## src/rtl/lane_pipe_reg.sv

```systemverilog
// Multi-lane elastic pipeline register: DEPTH stages of LANES x DATA_W under one valid/ready handshake.
// Optional per-lane parity sideband enabled by defining LANE_PIPE_PARITY_EN.
module lane_pipe_reg #(
  parameter int unsigned LANES  = 2,
  parameter int unsigned DATA_W = 8,
  parameter int unsigned DEPTH  = 2
) (
  input  logic                    clkf,
  input  logic                    reset,
  input  logic                    flush,
  input  logic [LANES-1:0]        lane_en,
  input  logic                    in_valid,
  input  logic [LANES*DATA_W-1:0] in_data,
  output logic                    in_ready,
  output logic                    out_valid,
  output logic [LANES*DATA_W-1:0] out_data,
  input  logic                    out_ready
`ifdef LANE_PIPE_PARITY_EN
  ,
  output logic [LANES-1:0]        out_parity
`endif
);

  localparam int unsigned W = LANES * DATA_W;

  logic [DEPTH-1:0] v_q, v_d;
  logic [W-1:0]     d_q [DEPTH];
  logic [W-1:0]     d_d [DEPTH];
  logic [DEPTH:0]   rdy_c;
  logic [W-1:0]     masked_c;
`ifdef LANE_PIPE_PARITY_EN
  logic [LANES-1:0] p_q [DEPTH];
  logic [LANES-1:0] p_d [DEPTH];
  logic [LANES-1:0] par_c;
`endif

  // Lane masking (and parity) of the incoming word, applied only at stage-0 capture.
  always_comb begin
    masked_c = '0;
`ifdef LANE_PIPE_PARITY_EN
    par_c = '0;
`endif
    for (int unsigned k = 0; k < LANES; k++) begin
      if (lane_en[k]) begin
        masked_c[k*DATA_W +: DATA_W] = in_data[k*DATA_W +: DATA_W];
      end
`ifdef LANE_PIPE_PARITY_EN
      par_c[k] = ^masked_c[k*DATA_W +: DATA_W];
`endif
    end
  end

  // Ready chain, walked from the output back; a running term avoids a self-referencing vector.
  always_comb begin
    logic r;
    r            = out_ready;
    rdy_c        = '0;
    rdy_c[DEPTH] = r;
    for (int s = int'(DEPTH) - 1; s >= 0; s--) begin
      r        = ~v_q[s] | r;
      rdy_c[s] = r;
    end
  end

  assign in_ready  = rdy_c[0] & ~flush & reset;
  assign out_valid = v_q[DEPTH-1];
  assign out_data  = d_q[DEPTH-1];
`ifdef LANE_PIPE_PARITY_EN
  assign out_parity = p_q[DEPTH-1];
`endif

  // Next-state: advance where downstream is ready, otherwise hold; flush clears everything.
  always_comb begin
    v_d = v_q;
    for (int unsigned s = 0; s < DEPTH; s++) begin
      d_d[s] = d_q[s];
`ifdef LANE_PIPE_PARITY_EN
      p_d[s] = p_q[s];
`endif
    end

    if (rdy_c[0]) begin
      v_d[0] = in_valid;
      d_d[0] = in_valid ? masked_c : '0;
`ifdef LANE_PIPE_PARITY_EN
      p_d[0] = in_valid ? par_c : '0;
`endif
    end

    // Empty stages already hold zero data, so shifting keeps data clean.
    for (int unsigned s = 1; s < DEPTH; s++) begin
      if (rdy_c[s]) begin
        v_d[s] = v_q[s-1];
        d_d[s] = d_q[s-1];
`ifdef LANE_PIPE_PARITY_EN
        p_d[s] = p_q[s-1];
`endif
      end
    end

    if (flush) begin
      v_d = '0;
      for (int unsigned s = 0; s < DEPTH; s++) begin
        d_d[s] = '0;
`ifdef LANE_PIPE_PARITY_EN
        p_d[s] = '0;
`endif
      end
    end
  end

  always_ff @(posedge clkf) begin
    if (!reset) begin
      v_q <= '0;
      for (int unsigned s = 0; s < DEPTH; s++) begin
        d_q[s] <= '0;
`ifdef LANE_PIPE_PARITY_EN
        p_q[s] <= '0;
`endif
      end
    end else begin
      v_q <= v_d;
      for (int unsigned s = 0; s < DEPTH; s++) begin
        d_q[s] <= d_d[s];
`ifdef LANE_PIPE_PARITY_EN
        p_q[s] <= p_d[s];
`endif
      end
    end
  end

endmodule

```

## config.mk

```make
export PLATFORM = sky130hd
export DESIGN_NAME = lane_pipe_reg
export DESIGN_NICKNAME = d
export VERILOG_FILES = /design/src/rtl/lane_pipe_reg.sv
export SDC_FILE = /design/constraint.sdc
export NUM_CORES = 1
export LEC_CHECK = 0
export ABC_AREA = 1
export CAP_MARGIN = 0
export CORE_ASPECT_RATIO = 0.5
export CORE_UTILIZATION = 42
export DETAILED_ROUTE_END_ITERATION = 8
export PLACE_DENSITY_LB_ADDON = 0.08
export SYNTH_ARGS = -nofsm -noshare
export SYNTH_HDL_FRONTEND = slang
export SYNTH_SLANG_ARGS = --single-unit
```

## constraint.sdc

```tcl
create_clock -name clkf -period 0.9 [get_ports clkf]
set_input_delay 0.225 -clock clkf [delete_from_list [all_inputs] [get_ports clkf]]
set_output_delay 0.225 -clock clkf [all_outputs]
set_load 0.03 [all_outputs]
```

==> ci_impl_report.md <==
## PnR job results

| Metric | Value |
|---|---|
| Final Wtd Congestion | `about 0.75` |
| Failing checks | `setup timing` |
| Layout area overhead | `65.1%` |
| Seq/total area | `29.1%` |
| H-tree depth | `2` |
| Hold EP | `d_q[0][12]$_SDFFE_PP0P_` |
| CP top delay family | `flip-flops` |
| Met2 Use GR | `30.7%` |
| DRT iter0 DRCs | `46` |
| Yosys warning count | `0` |
| FMAX | `849 MHz` |
| Average routed wire per standard cell | `12.0 um` |
| Seq pwr share | `approximately half` |
| Final worst setup slack | `-277 ps` |
| Final setup viols | `52` |
| Die W | `85.7 um` |
| Mapped Nets | `226` |
| Largest Pwr Group | `sequential cells` |
| Fin area | `between 2000 and 2500 sq um` |
| Hold Path Stages | `5` |
| First-pass GRT wire length | `5.28 mm` |
| Hold WC Path Type | `in -> reg` |
| GRT Total Usage | `18.9%` |
| Commonest Layout Cell | `nor2_1` |
| Reg with most FFs | `d_q` |
| Port Buffers | `40` |
| Chip Area, Yosys | `~1500 sq um` |
| Max-Slew Margin vs Limit | `80.6%` |
| Reg2reg end | `d_q[0][25]$_SDFFE_PP0P_` |
| Fillers | `227` |
| Top-count cell post-synth | `nor2_1` |
| Net Sw Power | `approximately 730 uW` |
| Post-DP HPWL | `2.09 mm` |
| Simple share | `32.6%` |
| DR top layer | `met4` |
| Complex Gates by Area | `around 5.8%` |
| Average size of a mapped cell | `7.24 sq um` |
| Final cell count without fillers | `303` |
| Num CTS Buffers | `5` |
| Post-Synth Adder-Cell Area | `0%` |
| Clkbuf count | `7` |
| Post-Synthesis Cell Area | `1470 sq um` |
| Grt total ovfl | `0` |
| Outcome | `complete, but fails checks` |
| CP Buf/Inv Count | `2` |
| DRC violations left | `0` |
| Gate count after technology mapping | `203` |
| Post-detailed-route count of antenna-violating nets | `0` |
| Net Sw Frac | `23.7%` |
| # IOs | `41` |
| Top cell category | `non-clock buffers` |
| Core area | `roughly 3200 sq um` |
| CTS clk-pin slew, worst paths | `about 70 ps` |
| # Max-Cap Violations | `0` |
| Synth cell types | `17` |
| Place WS | `-501 ps` |
| Highest ir drop seen on vdd | `0.668 mV` |
| Logic share of the area | `29.9%` |
| Largest family of logic cells by area | `simple AND/OR/NAND/NOR gates` |
| Count of tool warnings | `29` |
| Met2 WL | `about 1.7 mm` |
| Leakage power total | `around 1.2 nW` |
| Final Skew | `between 7 and 8 ps` |
| Drt total wl | `around 3.6 mm` |
| Critical path required time | `670 ps` |
| Crit path time final | `1180 ps` |
| Setup crit start | `v_q[1]$_SDFFE_PP0P_` |
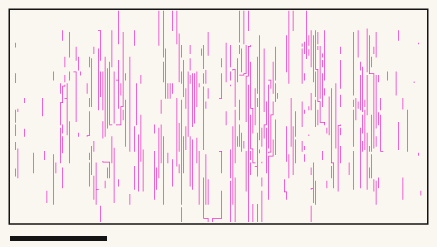
Fig. 1. Signal wires on met2.
The bar under the picture is 20 um long.
share of all routed wire: 46%
main direction: vertical
longest straight run: 28.1 um

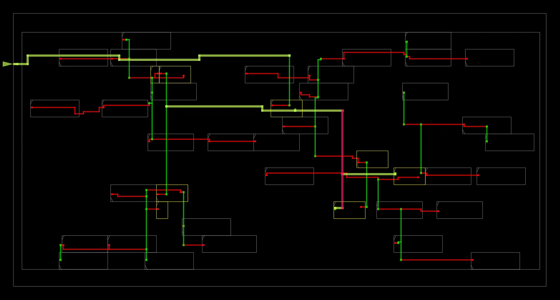
Fig. 2. The clock network.
clk sinks: 34
flop count: 34

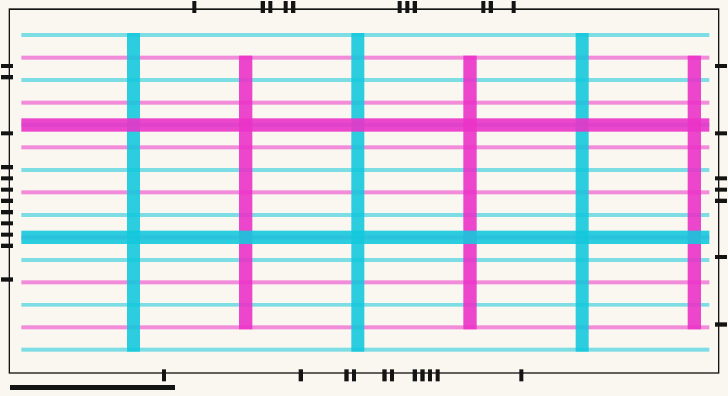
Fig. 3. Floorplan with the power grid.
The bar under the picture is 20 um long. Pins as bars on the die edge.
[VDD] magenta
[VSS] cyan
met1 rails: 15
met5 straps: 2
met4 straps: 6

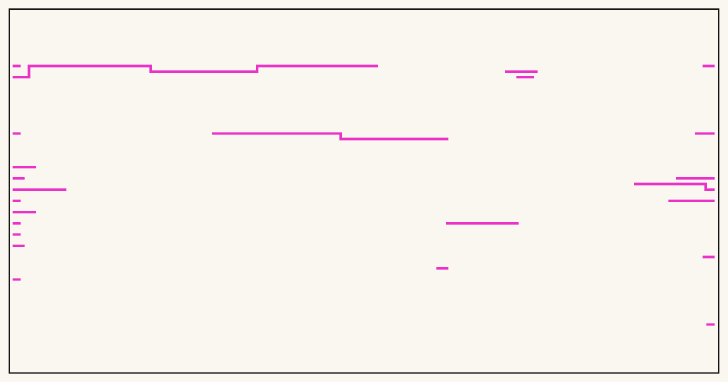
Fig. 4. Met3 routing.
nets with wire on the layer: 22
share of all routed wire: 3.7%
wire length on this layer: 133 um
longest straight run: 15.4 um
main direction: horizontal

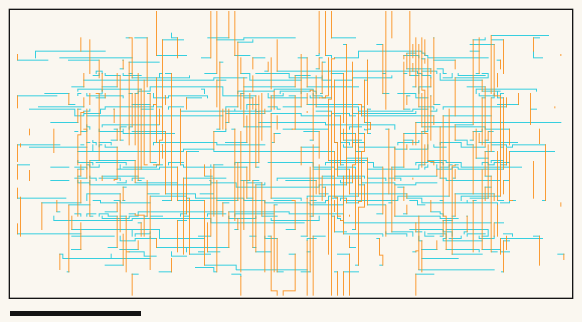
Fig. 5. Signal wires by layer.
The bar under the picture is 20 um long. Two of the layers only.
[met1] cyan | wire length: 1800 um
[met2] orange | wire length: 1670 um

Power figures rest on the tool's default switching activity, not on a simulated workload.
